## src/rtl/pipe_stage_skid_pkg.sv

```systemverilog
// ---------------------------------------------------------------------------
// pipe_pkg: shared types for the pipeline stage registers.
//   stage_state_e : occupancy state of a pipeline stage (EMPTY/FULL/SKID)
//   OCC_W         : width of the occupancy count reported by a stage
// ---------------------------------------------------------------------------
package pipe_pkg;

    typedef enum logic [1:0] {
        EMPTY = 2'd0,
        FULL  = 2'd1,
        SKID  = 2'd2
    } stage_state_e;

    localparam int OCC_W = 2;

endpackage

```

## src/rtl/pipe_stage_skid_sat_counter.sv

```systemverilog
// ---------------------------------------------------------------------------
// sat_counter: free-running event counter that sticks at its maximum value.
//   clk : clock
//   rst : asynchronous active-high clear
//   inc : count this cycle
//   cnt : current count, saturates at 2^W-1
// ---------------------------------------------------------------------------
module sat_counter #(
    parameter int W = 16
) (
    input  logic         clk,
    input  logic         rst,
    input  logic         inc,
    output logic [W-1:0] cnt
);

    always_ff @(posedge clk or posedge rst) begin
        if (rst) begin
            cnt <= '0;
        end else if (inc && (cnt != {W{1'b1}})) begin
            cnt <= cnt + W'(1);
        end
    end

endmodule

```

## src/rtl/pipe_stage_skid.sv

```systemverilog
// ---------------------------------------------------------------------------
// pipe_stage_skid: valid/ready pipeline stage register for one core boundary
// (IF/ID, ID/EX, EX/MEM, MEM/WB). The control bundle is forced to zero while
// the stage holds a bubble; the payload is simply held.
//
// With SKID=1 a second register absorbs the entry that arrives in the cycle
// downstream stalls, so in_ready can come from a flop and the backward stall
// path is cut. With SKID=0 the stage is a single register with combinational
// in_ready.
//
// Ports:
//   clk, rst              clock, asynchronous active-high reset
//   flush                 kill every held entry and the one offered now
//   in_valid/in_ready     upstream handshake
//   in_ctrl/in_data       upstream control bundle / payload
//   out_valid/out_ready   downstream handshake
//   out_ctrl/out_data     registered control (0 on bubbles) / payload
//   occupancy             held entries, 0..2
//   stall_cnt             saturating count of out_valid & ~out_ready cycles
// ---------------------------------------------------------------------------
module pipe_stage_skid #(
    parameter int CTRL_W = 8,
    parameter int DATA_W = 96,
    parameter int SKID   = 1,
    parameter int CNT_W  = 16
) (
    input  logic              clk,
    input  logic              rst,
    input  logic              flush,
    input  logic              in_valid,
    output logic              in_ready,
    input  logic [CTRL_W-1:0] in_ctrl,
    input  logic [DATA_W-1:0] in_data,
    output logic              out_valid,
    input  logic              out_ready,
    output logic [CTRL_W-1:0] out_ctrl,
    output logic [DATA_W-1:0] out_data,
    output logic [1:0]        occupancy,
    output logic [CNT_W-1:0]  stall_cnt
);

    import pipe_pkg::*;

    stage_state_e      state, state_nxt;
    logic              rdy_q;
    logic              accept, issue, stall_inc;
    logic              ld_main_in, ld_main_skid, ld_skid, clr_main, clr_skid;
    logic [CTRL_W-1:0] main_ctrl_p1, skid_ctrl_p1;
    logic [DATA_W-1:0] main_data_p1, skid_data_p1;

    // rdy_q is low through reset and for the first cycle after it, then
    // tracks "not in SKID". In SKID=0 builds it only provides that start-up
    // gap, since the state never reaches SKID.
    if (SKID != 0) begin : g_skid_ready
        assign in_ready = rdy_q;
    end else begin : g_comb_ready
        assign in_ready = rdy_q & (~out_valid | out_ready);
    end

    assign out_valid = (state != EMPTY);
    assign accept    = in_valid & in_ready;
    assign issue     = out_valid & out_ready;
    assign stall_inc = out_valid & ~out_ready;
    assign out_ctrl  = main_ctrl_p1;
    assign out_data  = main_data_p1;

    always_comb begin
        occupancy = 2'd0;
        case (state)
            EMPTY:   occupancy = 2'd0;
            FULL:    occupancy = 2'd1;
            default: occupancy = 2'd2;
        endcase
    end

    // Next-state and register load decisions. Flush overrides everything,
    // including an entry offered in the same cycle.
    always_comb begin
        state_nxt    = state;
        ld_main_in   = 1'b0;
        ld_main_skid = 1'b0;
        ld_skid      = 1'b0;
        clr_main     = 1'b0;
        clr_skid     = 1'b0;
        if (flush) begin
            state_nxt = EMPTY;
            clr_main  = 1'b1;
            clr_skid  = 1'b1;
        end else begin
            case (state)
                EMPTY: begin
                    if (accept) begin
                        state_nxt  = FULL;
                        ld_main_in = 1'b1;
                    end
                end
                FULL: begin
                    if (accept && issue) begin
                        ld_main_in = 1'b1;
                    end else if (issue) begin
                        state_nxt = EMPTY;
                        clr_main  = 1'b1;
                    end else if (accept && (SKID != 0)) begin
                        // Main is stalled; park the newer entry behind it.
                        state_nxt = pipe_pkg::SKID;
                        ld_skid   = 1'b1;
                    end
                end
                pipe_pkg::SKID: begin
                    if (issue) begin
                        state_nxt    = FULL;
                        ld_main_skid = 1'b1;
                        clr_skid     = 1'b1;
                    end
                end
                default: begin
                    state_nxt = EMPTY;
                    clr_main  = 1'b1;
                    clr_skid  = 1'b1;
                end
            endcase
        end
    end

    // Stage boundary: state and registered in_ready
    always_ff @(posedge clk or posedge rst) begin
        if (rst) begin
            state <= EMPTY;
            rdy_q <= 1'b0;
        end else begin
            state <= state_nxt;
            rdy_q <= (state_nxt != pipe_pkg::SKID);
        end
    end

    // Stage boundary: main (output) and skid entry registers
    always_ff @(posedge clk or posedge rst) begin
        if (rst) begin
            main_ctrl_p1 <= '0;
            main_data_p1 <= '0;
            skid_ctrl_p1 <= '0;
            skid_data_p1 <= '0;
        end else begin
            if (ld_main_in) begin
                main_ctrl_p1 <= in_ctrl;
                main_data_p1 <= in_data;
            end else if (ld_main_skid) begin
                main_ctrl_p1 <= skid_ctrl_p1;
                main_data_p1 <= skid_data_p1;
            end else if (clr_main) begin
                main_ctrl_p1 <= '0;
            end

            if (ld_skid) begin
                skid_ctrl_p1 <= in_ctrl;
                skid_data_p1 <= in_data;
            end else if (clr_skid) begin
                skid_ctrl_p1 <= '0;
            end
        end
    end

    sat_counter #(
        .W(CNT_W)
    ) u_stall_cnt (
        .clk (clk),
        .rst (rst),
        .inc (stall_inc),
        .cnt (stall_cnt)
    );

endmodule

```

## config.mk

```make
export PLATFORM = sky130hd
export DESIGN_NAME = pipe_stage_skid
export DESIGN_NICKNAME = d
export VERILOG_FILES = /design/src/rtl/pipe_stage_skid_pkg.sv /design/src/rtl/pipe_stage_skid_sat_counter.sv /design/src/rtl/pipe_stage_skid.sv
export SDC_FILE = /design/constraint.sdc
export NUM_CORES = 1
export LEC_CHECK = 0
export CORE_MARGIN = 4
export CORE_UTILIZATION = 40
export CTS_CLUSTER_SIZE = 8
export DETAILED_ROUTE_END_ITERATION = 10
export GPL_TIMING_DRIVEN = 0
export PLACE_DENSITY = 0.72
export SLEW_MARGIN = 20
export SYNTH_ARGS = -nofsm -noshare
export SYNTH_HDL_FRONTEND = slang
export SYNTH_SLANG_ARGS = --single-unit
export TNS_END_PERCENT = 5
```

## constraint.sdc

```tcl
create_clock -name clk -period 12.1 [get_ports clk]
set_input_delay 1.21 -clock clk [delete_from_list [all_inputs] [get_ports clk]]
set_output_delay 1.21 -clock clk [all_outputs]
set_load 0.05 [all_outputs]
```

==> deck_impl_summary.md <==
Run Summary

Clock tree
  • Hold_buf cts: 0
  • Clock slew at the register clock pins of the worst setup and hold paths: 0.05 ns
  • CTS Buf Count: 34
  • Post-CTS Setup Bufs: 0
  • CTS tree: yes
  • CTS H-tree lvls: 2
  • Clk buf depth: 3
  • Sink Count: 227

GRT
  • Largest net degree at the start of global routing: 101
  • Initial antenna violation count: 1
  • First-pass GRT wire length: 39.3 mm
  • Vias in the first global route: 7317
  • GRT overflow: 0

Timing
  • Slew @ Worst Pin: 0.932 ns
  • RSZ-0062 raised after global routing: false
  • Slew Limit Fails: 0
  • Max_slew headroom: 0.374
  • Final Hold Vio Count: 0
  • Worst clock skew: 0.0125 ns

Detailed routing
  • DR vias: 6908
  • Drt drc: 0
  • Vias per cell: 5.23

Layout
  • Inserted Diodes: 0
  • Filler cell count: 1882
  • Final core utilization: 0.567
  • Top cell excl fill/tap: clkdlybuf4s50_1
  • Share of cells above drive strength 1: 0.117
  • Nets@finish: 1145

Synth
  • Yosys chip area: 9230 sq um
  • #FFs+latches synth: 227
  • YS warnings: 0
  • Avg Synthesized Cell Area: 12.0 sq um
  • Syn Std Cell Area: 9230 sq um

Pwr
  • Switch share: 0.322
  • Int Pwr: 1.69 mW
  • Power Density: 194 nW/um^2
  • Clock network power: 0.813 mW
  • Net Sw Power: 0.802 mW

Min path
  • Hold crit path type: reg -> reg

Worst setup path
  • R2r startpoint: state[0]
  • Critical Path Fanout Max: 8
  • Max stage delay on crit path: 0.83 ns
  • Worst endpoint required time: 10.89 ns

Place
  • DPL Wire Length: 16.5 mm

Floorplan
  • Pre-Place Util: 0.408

Status
  • Status: complete, no violations
worst min-delay path, cell delays in order, from the launching register on:
cell,delay (ns)
dfrtp_1,0.34
nand2_1,0.05
nand2_1,0.05
kinds of logic (layout without fill, tap and decap cells):
kind of cell	Yosys count	count (layout)	synth area share
flops	227	227	0.615
mux	97	97	0.118
xor+xnor	15	15	0.0142
compound gates	137	137	0.115
fa+ha+maj	1	1	0.00135
simple gates	233	233	0.106
buf+inv	57	326	0.0293
per-stage QoR:
stage	cells	cell area [sq um]
floorplan	767	9230
global placement	1282	11900
detailed placement	1284	12000
CTS	1321	12800
global route	1321	12800
finish	1321	12800
cell usage after synthesis:
cell       count  share of area
a2111oi_0      1        0.00095
a2111oi_2      1         0.0016
a211oi_1       3         0.0024
a21o_1         8         0.0065
a21oi_1        4         0.0022
a22o_1        16          0.015
a22oi_1       96          0.078
a2bb2oi_1      1        0.00095
a32oi_1        1        0.00095
a41oi_2        1         0.0018
and4_1         2         0.0019
buf_1          1        0.00041
buf_2         24          0.013
buf_4          7         0.0057
clkbuf_1      17         0.0069
dfrtp_1      227           0.62
ha_1           1         0.0014
inv_1          8         0.0033
mux2_1        56          0.068
mux2_2        41          0.050
nand2_1      200          0.081
nand2b_1       2         0.0014
nand3_1        5         0.0027
nand3b_1       1        0.00081
nand4_1        2         0.0014
nor2_1         7         0.0028
nor2b_1        1        0.00068
nor3_1         2         0.0011
nor4_1         3         0.0020
nor4_2         1         0.0014
nor4_4         2         0.0046
nor4b_1        2         0.0019
nor4bb_1       1         0.0011
o21ai_0        1        0.00054
o21ba_2        1         0.0011
o21bai_1       1        0.00081
o21bai_2       1         0.0012
o32a_1         1         0.0011
or2_2          2         0.0014
xnor2_1        3         0.0028
xor2_1        12          0.011
final cells by class:
type / count / area [sq um] / area share
clock inverter: 2 / 16.3 / 0.00127
multi-input combinational: 483 / 3280 / 0.256
sequential: 227 / 5680 / 0.442
buffer: 49 / 240 / 0.0187
clock buffer: 35 / 876 / 0.0682
inverter: 8 / 37.5 / 0.00292
timing repair buffer: 232 / 2360 / 0.183
tap: 285 / 357 / 0.0278
state kept, by name, indices dropped and copies added (netlist names):
register,count
in_ready,1
out_ctrl,8
out_data,96
skid_ctrl_p1,8
skid_data_p1,96
state,2
u_stall_cnt.cnt,16
per-layer routing:
| metal | track usage | vias to the layer above | share of wire |
|---|---|---|---|
| met5 | 0 | - | 0.00054 |
| li1 | - | 3214 | - |
| met1 | 0.251 | 3440 | 0.43 |
| met2 | 0.291 | 203 | 0.47 |
| met4 | 0.0641 | 2 | 0.027 |
| met3 | 0.0563 | 49 | 0.075 |
worst paths after layout:
| check | endpoint | slack (ns) | cells after the start |
|---|---|---|---|
| worst max-delay path | occupancy[0] | 8.82 | 3 |
| max in group asynchronous | u_stall_cnt.cnt[0] | 10.24 | 3 |
| worst min-delay path | out_data[46] | 0.47 | 2 |
| worst max register to register | out_data[39] | 9.68 | 6 |
| min in group asynchronous | skid_data_p1[84] | 1.08 | 2 |
| worst min register to register | out_data[46] | 0.47 | 2 |
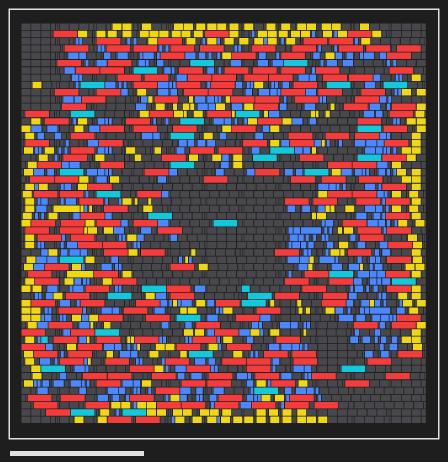
(cell classes on the final placement)
The bar under the picture is 50 microns long. Fill, decap, tap and diode cells in grey.
[clock drivers and dummy loads] cyan | cells: 37
[sequential cells] red | cells: 227
[remaining buffers and delay cells] yellow | cells: 281
[combinational and other logic] blue | cells: 491

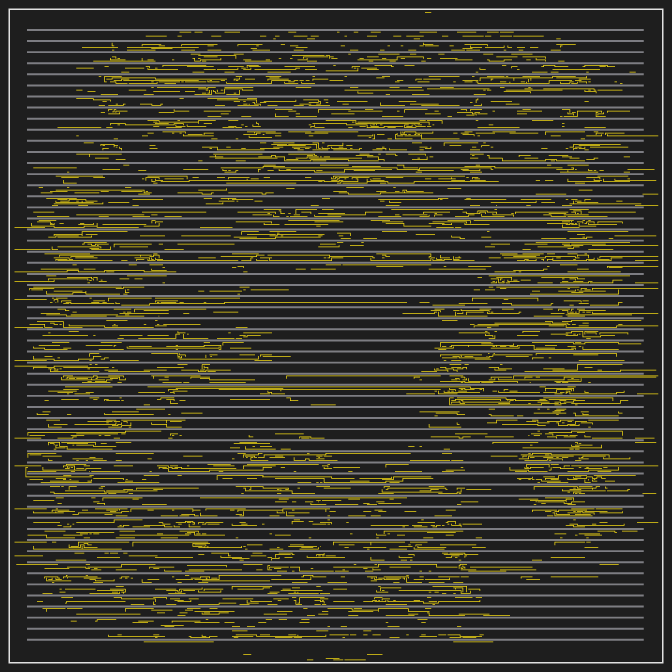
(metal 1)
Supply wires on this layer in grey.
nets with wire on the layer: 1024
longest straight run: 79.1 microns
main direction: horizontal
share of all routed wire: 43%
wire length on this layer: 10200 microns

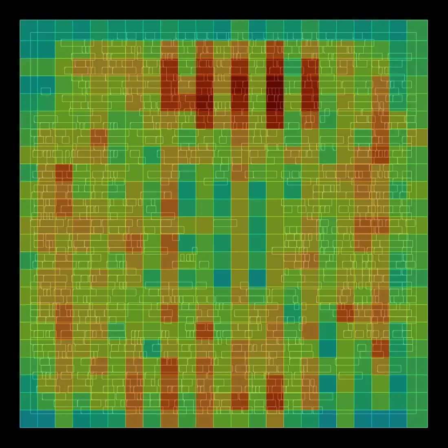
(routing congestion map)
M2 GR Usage: 0.291
GR Util met1: 0.251
DR WL/cell: 18.1 microns

Power figures rest on the tool's default switching activity, not on a simulated workload.
